$ cat config.mk
export PLATFORM = sky130hd
export DESIGN_NAME = decodificador_display_multiplexado
export DESIGN_NICKNAME = d
export VERILOG_FILES = /design/src/rtl/decodificador_display_multiplexado.sv
export SDC_FILE = /design/constraint.sdc
export NUM_CORES = 1
export LEC_CHECK = 0
export ABC_AREA = 1
export CORE_ASPECT_RATIO = 2
export CORE_MARGIN = 1.5
export CORE_UTILIZATION = 45
export DETAILED_ROUTE_END_ITERATION = 8
export PLACE_DENSITY = 0.74
export REMOVE_ABC_BUFFERS = 1
export SLEW_MARGIN = 40
export SYNTH_ARGS = -nofsm -noshare
export SYNTH_HDL_FRONTEND = slang
export SYNTH_SLANG_ARGS = --single-unit
$ cat constraint.sdc
create_clock -name clk -period 1.5 [get_ports clk]
set_clock_uncertainty 0.05 [all_clocks]
set_input_delay 0.375 -clock clk [delete_from_list [all_inputs] [get_ports clk]]
set_output_delay 0.375 -clock clk [all_outputs]
set_load 0.02 [all_outputs]
$ cat src/rtl/decodificador_display_multiplexado.sv
// rtl/decodificador_display_multiplexado.sv - 4-digit multiplexed 7-segment driver with blink
// Optional leading-zero blanking: define SUPRIME_ZEROS_EN.
module decodificador_display_multiplexado #(
  parameter int DIV       = 4,
  parameter int BLINK_DIV = 8
) (
  input  logic        clk,
  input  logic        reset,
  input  logic [15:0] digitos,
  input  logic        enablen,
  input  logic        piscar,
  output logic [6:0]  segmentos,
  output logic [3:0]  anodos
);

  localparam int CW = (DIV > 1) ? $clog2(DIV) : 1;
  localparam int QW = (BLINK_DIV > 1) ? $clog2(BLINK_DIV) : 1;

  logic [CW-1:0] cnt_q, cnt_d;
  logic [1:0]    idx_q, idx_d;
  logic [QW-1:0] quadro_q, quadro_d;
  logic          fase_q, fase_d;
  logic [15:0]   sombra_q, sombra_d;
  logic [6:0]    seg_q, seg_d;
  logic [3:0]    an_q, an_d;

  logic          cnt_wrap;
  logic          frame_end;
  logic [3:0]    digito;
  logic [6:0]    padrao;
  logic          apagado;

  always_comb begin
    cnt_wrap  = (cnt_q == CW'(DIV - 1));
    frame_end = cnt_wrap && (idx_q == 2'd3);
    digito    = sombra_q[4*idx_q +: 4];

    case (digito)
      4'd0:    padrao = 7'b1111110;
      4'd1:    padrao = 7'b0110000;
      4'd2:    padrao = 7'b1101101;
      4'd3:    padrao = 7'b1111001;
      4'd4:    padrao = 7'b0110011;
      4'd5:    padrao = 7'b1011011;
      4'd6:    padrao = 7'b1011111;
      4'd7:    padrao = 7'b1110000;
      4'd8:    padrao = 7'b1111111;
      4'd9:    padrao = 7'b1111011;
      default: padrao = 7'b0000001;
    endcase

`ifdef SUPRIME_ZEROS_EN
    // A slot is blank when it and every digit to its left are zero; digit 0 always shows.
    case (idx_q)
      2'd3:    apagado = (sombra_q[15:12] == 4'd0);
      2'd2:    apagado = (sombra_q[15:8] == 8'd0);
      2'd1:    apagado = (sombra_q[15:4] == 12'd0);
      default: apagado = 1'b0;
    endcase
`else
    apagado = 1'b0;
`endif

    if (enablen || (piscar && fase_q) || apagado) begin
      an_d  = 4'b1111;
      seg_d = 7'b0000000;
    end else begin
      an_d  = ~(4'b0001 << idx_q);
      seg_d = padrao;
    end

    cnt_d    = cnt_wrap ? '0 : cnt_q + 1'b1;
    idx_d    = cnt_wrap ? idx_q + 2'd1 : idx_q;
    sombra_d = frame_end ? digitos : sombra_q;
    quadro_d = quadro_q;
    fase_d   = fase_q;
    if (frame_end) begin
      if (quadro_q == QW'(BLINK_DIV - 1)) begin
        quadro_d = '0;
        fase_d   = ~fase_q;
      end else begin
        quadro_d = quadro_q + 1'b1;
      end
    end
  end

  always_ff @(posedge clk) begin
    if (reset) begin
      cnt_q    <= '0;
      idx_q    <= 2'd0;
      quadro_q <= '0;
      fase_q   <= 1'b0;
      sombra_q <= digitos;
      seg_q    <= 7'b0000000;
      an_q     <= 4'b1111;
    end else begin
      cnt_q    <= cnt_d;
      idx_q    <= idx_d;
      quadro_q <= quadro_d;
      fase_q   <= fase_d;
      sombra_q <= sombra_d;
      seg_q    <= seg_d;
      an_q     <= an_d;
    end
  end

  assign segmentos = seg_q;
  assign anodos    = an_q;

endmodule
met3.png
The bar under the picture is 10 um long.
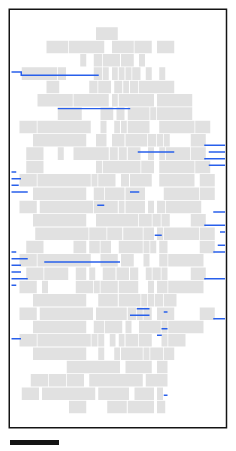
- wire length on this layer: 115 um
- nets with wire on the layer: 29
- main direction: horizontal
- longest straight run: 15.6 um

final_congestion.png
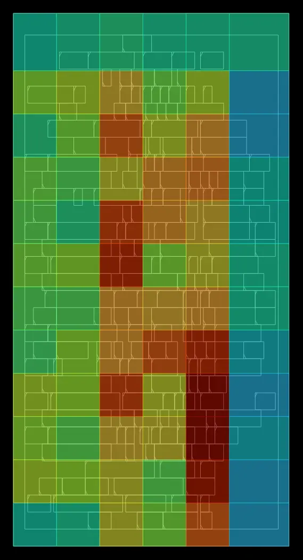
grt met3 use: 4.47%
GR peak layer: met2
M2 GR Usage: 30.9%
Overall Global Routing Usage: 16.1%

gate_families.png
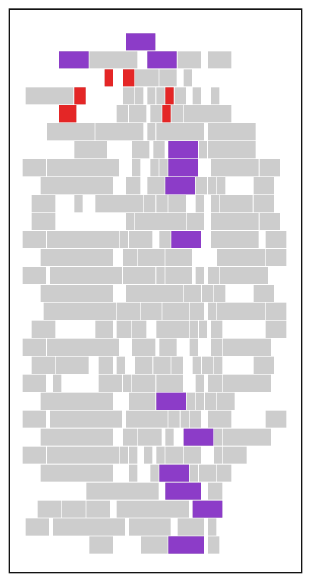
- purple: adder and majority cells (cells 13; most used ha_1)
- red: NOR gates (cells 6; most used nor2_1)
non-filler cells, final: 230
Comb/total area: 30.3%
Commonest Layout Cell: nand2_1

met1.png
The bar under the picture is 10 um long.
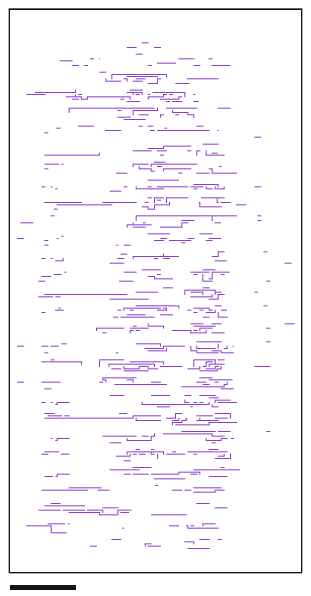
- share of all routed wire: 33%
- main direction: horizontal

met2.png
The bar under the picture is 10 um long.
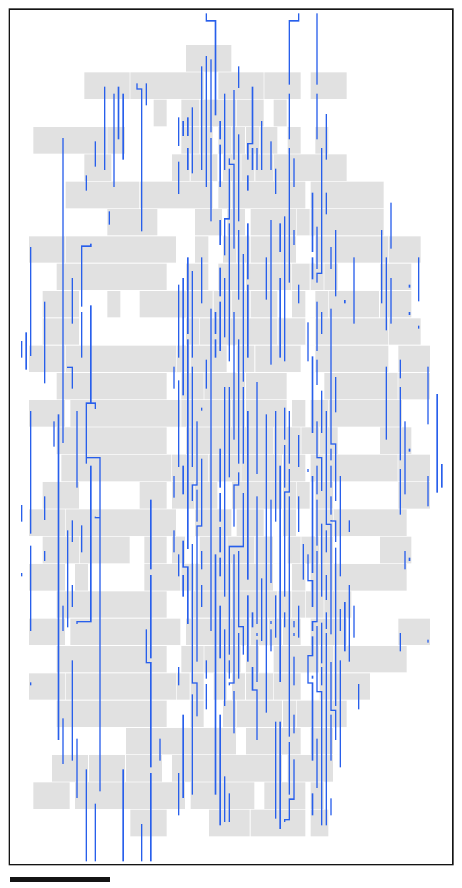
- main direction: vertical
- wire length on this layer: 1690 um
- longest straight run: 33.1 um
- nets with wire on the layer: 207
Post-Route WL: 2800 um
Vias: 1198

==> metrics.yaml <==
num-nonclk-inverters: 14
critPathSlowestCell: "dfxtp_4"
p_switching_mw: 0.560
postSynthAreaPerCell_um2: 10.4
wirelength_met1_um: 914
p_int_mw: 1.59
grt_overflow_total: 0
logic_area_um2: 647
grt_pass1_wl_um: 4480
hold_buffers: 0
clock_latency_ns: 0.28
tns_ns: 0
drive_gt1_share_pct: 29.1
slew_violations: 0
top_area_share_pct: 31.7
worst_setup_path_start_kind: "flip-flop"
grt_max_degree: 17
pin_count: 31
yosys_cells: 145
cp_cell_sequence: "buf_6, nand2_2, nand3_2, nand2_4, buf_4, ha_1, nand2_2, a21oi_1, and2_1"
flop-count: 35
yosys_area_um2: 1520
initCoreUtil_pct: 47.5
synthTopLogicFamily: "simple AND/OR/NAND/NOR gates"
cts-root-buf: "clkbuf_8"
met1_usage_pct: 13.5
drtPass1Iterations: 4
seq_area_um2: 866
fin_crit_ns: 1.47
yosysWarnings: 0
cellPowerDensity_nw_per_um2: 1010
timing.hold.ws_ns: 0.376
fp.dieH_um: 85.1
rows: 29
cts_buffers: 5
maxPowerGroup: "sequential cells"
max_freq_mhz: 679
hp-class: "reg -> reg"
hp-start: "cnt_q[0]$_SDFF_PP0_"
cts-resized-gates: 16
flop_cell: "dfxtp_1"
clock_area_share_pct: 3.81
synth-xor-area-share_pct: 0
clkTransAtPathRegs_ns: 0.07
hpwl_um: 2080
worst-path-buf-inv: 2
worst_slack_ns: 0.0278
r2r-end: "segmentos[2]$_SDFF_PP0_"
netlist_top_cells_area: "edfxtp_1 (32%), dfxtp_1 (25%), ha_1 (11%)"
ir_drop_v: 0.000801
endpoint_kind: "flip-flop"
setup_viol: 0
final_antenna_net_count: 0
endpoint: "segmentos[2]$_SDFF_PP0_"
die_w_um: 44.0
maxCapViolCount: 0
critPathTopFamily: "simple AND/OR/NAND/NOR gates"
taps: 31
common_cells: "nand2_1 (37), dfxtp_1 (19), edfxtp_1 (16)"
postLayoutCellArea_um2: 2140
vias_per_cell: 5.21
largest_class: "registers"
buffers: 48
cp.arrival_ns: 1.60
drt_drc_violations_left: 0
async_flop_share_pct: 0
p_total_mw: 2.15
n_antenna_cell: 0
core-area_um2: 3190
status: "finished clean"
fillers: 243
hold_depth: 1
p_clk_share_pct: 29.4
final_nets: 231
chipArea_um2: 3750
reg2reg_from: "idx_q[0]$_SDFFE_PP0P_"
r2r_setup_slack_ns: 0.03
hold_viol: 0
first_global_vias: 1183
detail_route.wl_per_cell_um: 12.2
adder_share_pct: 10.7
largest-register: "sombra_q"
worstRegToRegCells: 9
